===== config.mk =====
export PLATFORM = sky130hd
export DESIGN_NAME = ysyx_22041412_mem_arbiter
export DESIGN_NICKNAME = d
export VERILOG_FILES = /design/src/rtl/ysyx_22041412_mem_arbiter.sv
export SDC_FILE = /design/constraint.sdc
export NUM_CORES = 1
export LEC_CHECK = 0
export ABC_AREA = 1
export ABC_CLOCK_PERIOD_IN_PS = 4030
export CAP_MARGIN = 30
export CORE_AREA = 2 2 176 178
export DETAILED_ROUTE_END_ITERATION = 6
export DIE_AREA = 0 0 178 180
export GPL_ROUTABILITY_DRIVEN = 0
export PLACE_DENSITY_LB_ADDON = 0.1
export SYNTH_ARGS = -nofsm -noshare
export SYNTH_HDL_FRONTEND = slang
export SYNTH_SLANG_ARGS = --single-unit

===== constraint.sdc =====
create_clock -name clk -period 4.03 [get_ports clk]
set_input_delay 0.6045 -clock clk [delete_from_list [all_inputs] [get_ports clk]]
set_output_delay 0.6045 -clock clk [all_outputs]
set_load 0.02 [all_outputs]

===== src/rtl/ysyx_22041412_mem_arbiter.sv =====
// Two-requester memory-port arbiter and burst sequencer.
// Grants the icache or dcache round-robin, drives the burst address phase,
// steers read beats to the owner and streams dcache write-back beats.
module ysyx_22041412_mem_arbiter #(
    parameter int unsigned ADDR_W    = 32,
    parameter int unsigned DATA_W    = 64,
    parameter int unsigned BURST_LEN = 4
) (
    input  logic                         clk,
    input  logic                         rst,

    input  logic                         ic_req_valid,
    input  logic [ADDR_W-1:0]            ic_req_addr,
    output logic                         ic_req_ready,
    output logic [DATA_W-1:0]            ic_rdata,
    output logic                         ic_rdata_valid,
    output logic                         ic_rdata_last,

    input  logic                         dc_req_valid,
    input  logic                         dc_req_we,
    input  logic [ADDR_W-1:0]            dc_req_addr,
    output logic                         dc_req_ready,
    input  logic [DATA_W-1:0]            dc_wdata,
    output logic [$clog2(BURST_LEN)-1:0] dc_wbeat,
    output logic                         dc_wdata_ready,
    output logic [DATA_W-1:0]            dc_rdata,
    output logic                         dc_rdata_valid,
    output logic                         dc_rdata_last,
    output logic                         dc_wr_done,

    output logic                         mem_req_valid,
    input  logic                         mem_req_ready,
    output logic                         mem_req_we,
    output logic [ADDR_W-1:0]            mem_req_addr,
    output logic [7:0]                   mem_req_len,
    output logic [DATA_W-1:0]            mem_wdata,
    output logic                         mem_wvalid,
    output logic                         mem_wlast,
    input  logic                         mem_wready,
    input  logic [DATA_W-1:0]            mem_rdata,
    input  logic                         mem_rvalid,
    input  logic                         mem_rlast,
    input  logic                         mem_bvalid,

    output logic                         proto_err
);

    localparam int unsigned BeatW = $clog2(BURST_LEN);
    localparam logic [BeatW-1:0] LastBeat = BeatW'(BURST_LEN - 1);
    localparam logic [BeatW-1:0] BeatOne  = BeatW'(1);
    localparam logic [7:0]       BurstLen = 8'(BURST_LEN - 1);

    localparam logic [2:0] StIdle  = 3'd0;
    localparam logic [2:0] StAddr  = 3'd1;
    localparam logic [2:0] StRdata = 3'd2;
    localparam logic [2:0] StWdata = 3'd3;
    localparam logic [2:0] StWresp = 3'd4;

    logic [2:0]        state_q, state_d;
    logic              owner_dc_q;   // 1: dcache owns the port
    logic              we_q;
    logic [ADDR_W-1:0] addr_q;
    logic [BeatW-1:0]  beat_q;
    logic              last_dc_q;    // 1: dcache was granted last
    logic              proto_err_q;
    logic              wr_done_q;

    logic grant_dc;
    logic in_addr, in_rdata, in_wdata;
    logic rd_ic, rd_dc;

    // Round-robin pick: dcache wins only if icache is idle or icache went last.
    always_comb begin
        grant_dc = dc_req_valid & (~ic_req_valid | ~last_dc_q);
    end

    // Next-state logic for the burst sequencer.
    always_comb begin
        state_d = state_q;
        case (state_q)
            StIdle:  if (ic_req_valid || dc_req_valid) state_d = StAddr;
            StAddr:  if (mem_req_ready) state_d = we_q ? StWdata : StRdata;
            StRdata: if (mem_rvalid && mem_rlast) state_d = StIdle;
            StWdata: if (mem_wready && beat_q == LastBeat) state_d = StWresp;
            StWresp: if (mem_bvalid) state_d = StIdle;
            default: state_d = StIdle;
        endcase
    end

    // Sequencer state, captured request, beat counter and status flags.
    always_ff @(posedge clk or negedge rst) begin
        if (!rst) begin
            state_q     <= StIdle;
            owner_dc_q  <= 1'b0;
            we_q        <= 1'b0;
            addr_q      <= '0;
            beat_q      <= '0;
            last_dc_q   <= 1'b1;
            proto_err_q <= 1'b0;
            wr_done_q   <= 1'b0;
        end else begin
            state_q   <= state_d;
            wr_done_q <= (state_q == StWresp) && mem_bvalid;
            case (state_q)
                StIdle: begin
                    if (ic_req_valid || dc_req_valid) begin
                        owner_dc_q <= grant_dc;
                        addr_q     <= grant_dc ? dc_req_addr : ic_req_addr;
                        we_q       <= grant_dc & dc_req_we;
                    end
                end
                StAddr: begin
                    if (mem_req_ready) beat_q <= '0;
                end
                StRdata: begin
                    if (mem_rvalid) begin
                        beat_q <= beat_q + BeatOne;
                        // rlast must coincide exactly with the final beat index
                        if (mem_rlast != (beat_q == LastBeat)) proto_err_q <= 1'b1;
                        if (mem_rlast) last_dc_q <= owner_dc_q;
                    end
                end
                StWdata: begin
                    if (mem_wready) beat_q <= beat_q + BeatOne;
                end
                StWresp: begin
                    if (mem_bvalid) last_dc_q <= 1'b1;
                end
                default: ;
            endcase
        end
    end

    // State-gated outputs; data buses are forced to zero outside their phase.
    always_comb begin
        in_addr  = (state_q == StAddr);
        in_rdata = (state_q == StRdata);
        in_wdata = (state_q == StWdata);
        rd_ic    = in_rdata & ~owner_dc_q;
        rd_dc    = in_rdata & owner_dc_q;

        mem_req_valid  = in_addr;
        mem_req_we     = in_addr & we_q;
        mem_req_addr   = in_addr ? addr_q : '0;
        mem_req_len    = in_addr ? BurstLen : 8'd0;
        ic_req_ready   = in_addr & ~owner_dc_q & mem_req_ready;
        dc_req_ready   = in_addr & owner_dc_q & mem_req_ready;

        ic_rdata       = rd_ic ? mem_rdata : '0;
        ic_rdata_valid = rd_ic & mem_rvalid;
        ic_rdata_last  = rd_ic & mem_rlast;
        dc_rdata       = rd_dc ? mem_rdata : '0;
        dc_rdata_valid = rd_dc & mem_rvalid;
        dc_rdata_last  = rd_dc & mem_rlast;

        mem_wvalid     = in_wdata;
        mem_wlast      = in_wdata & (beat_q == LastBeat);
        mem_wdata      = in_wdata ? dc_wdata : '0;
        dc_wbeat       = in_wdata ? beat_q : '0;
        dc_wdata_ready = in_wdata & mem_wready;

        dc_wr_done     = wr_done_q;
        proto_err      = proto_err_q;
    end

endmodule


==> reports/results.ini <==
[route]
viasPerCell=3.50
drc=0
wl_met3_um=2020

[power]
cellLeakagePower_uw=0.00396
p_int_uw=2280
pg_comb_uw=3000
power-top-group=combinational cells
power_frac_comb_pct=70.2
power_uw=4270
seqPwrFrac_pct=16.6
p_clk_share_pct=13.2

[logic_synthesis]
synthDominantCellAreaShare_pct=27.4
yosys.stat.chipArea_um2=3750
mux_share_pct=0
edf_count=0
ys_sh_adder_pct=0.334
synthCells=654
most_common_cell=nor2_1
flop_cell=dfrtp_1

[global_routing]
grt_pass1_vias=5170
grt_pass1_wl_um=32000
busiest_layer=met2

[placed_design]
place_ws_ps=1020
port_buffers=442
hpwl_um=18200

[final_timing]
final_hold_viol_count=0
finalSetupViolCount=0
worstMarginPinSlew_ps=835
drv_slew=0
fin_crit_sh_pct=81.7
rsz0062_at_grt=no

[clocking]
cts-buffers-inserted=5
cts_resized=0
path_clk_slew_ps=70
cts_root_buffer=clkbuf_16
postCtsSetupRepairBufs=0

[worst_setup_path]
timing.critical_path.buf_inv=3
cpPeakStageDelay_ps=620
reg2reg_from=state_q[0]$_DFFE_PN0P_
cp_slowest_cell=inv_2
r2r_setup_slack_ps=1940
worstPathArrival_ps=2690
worstPathCellList=nand2_1 > nor2_4 > inv_2 > buf_4 > nor2_1 > clkdlybuf4s50_1
crit_family=buffers and inverters
path_class=reg2out

[final_layout]
nClkBuffers=6
clockNetworkAreaShare_pct=2.29
lay_top_count=clkdlybuf4s50_1
fillCellCount=3373
inverters_excl_clock=177
seq_area_um2=1050
comb_share_pct=20.3

[outcome]
status=finished clean

[flow_run]
openroad.warnings=26

[floorplanning]
io_pins=449
die_area_um2=32000

Figure 1. Signal wires on met2.
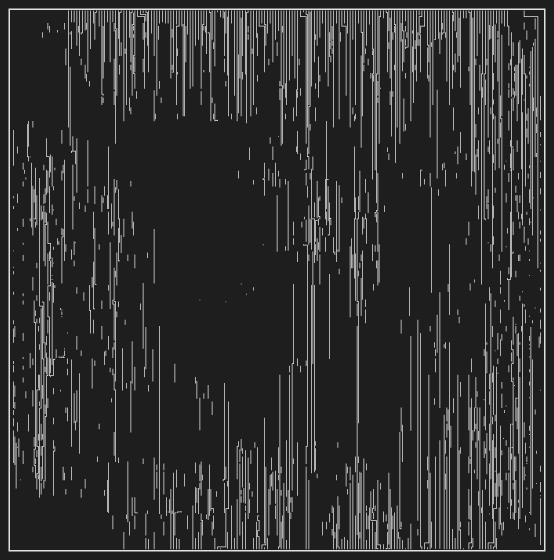
main direction: vertical
wire length on this layer: 11,800 um
share of all routed wire: 54%
longest straight run: 83.8 um
nets with wire on the layer: 989

Figure 2. Clock routing.
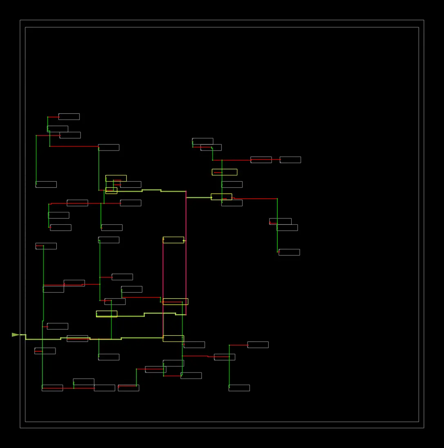
Clk power: 563 uW
Num Clock Sinks: 42
flip-flops: 42

Figure 3. M3 wires.
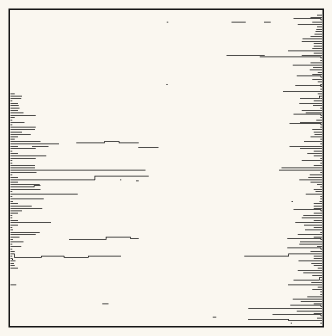
share of all routed wire: 9.1%
wire length on this layer: 2,020 um
nets with wire on the layer: 212
longest straight run: 76.6 um
main direction: horizontal
met3 usage: 4.48%
vias: 5,162
final WL: 22,100 um

Figure 4. Metal 1.
Supply wires on this layer in gray.
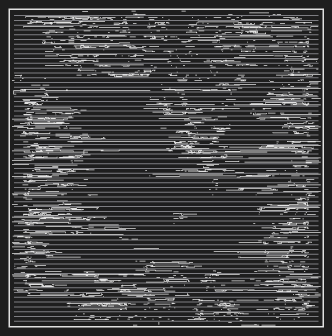
main direction: horizontal
wire length on this layer: 8,010 um
nets with wire on the layer: 1,098

Figure 5. Signal wires on met4.
Bar = 50 um. Supply wires on this layer in gray. Cells faint in the background.
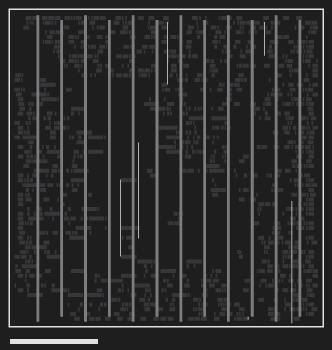
longest straight run: 69.4 um
nets with wire on the layer: 6
wire length on this layer: 223 um
main direction: vertical

Power figures rest on the tool's default switching activity, not on a simulated workload.
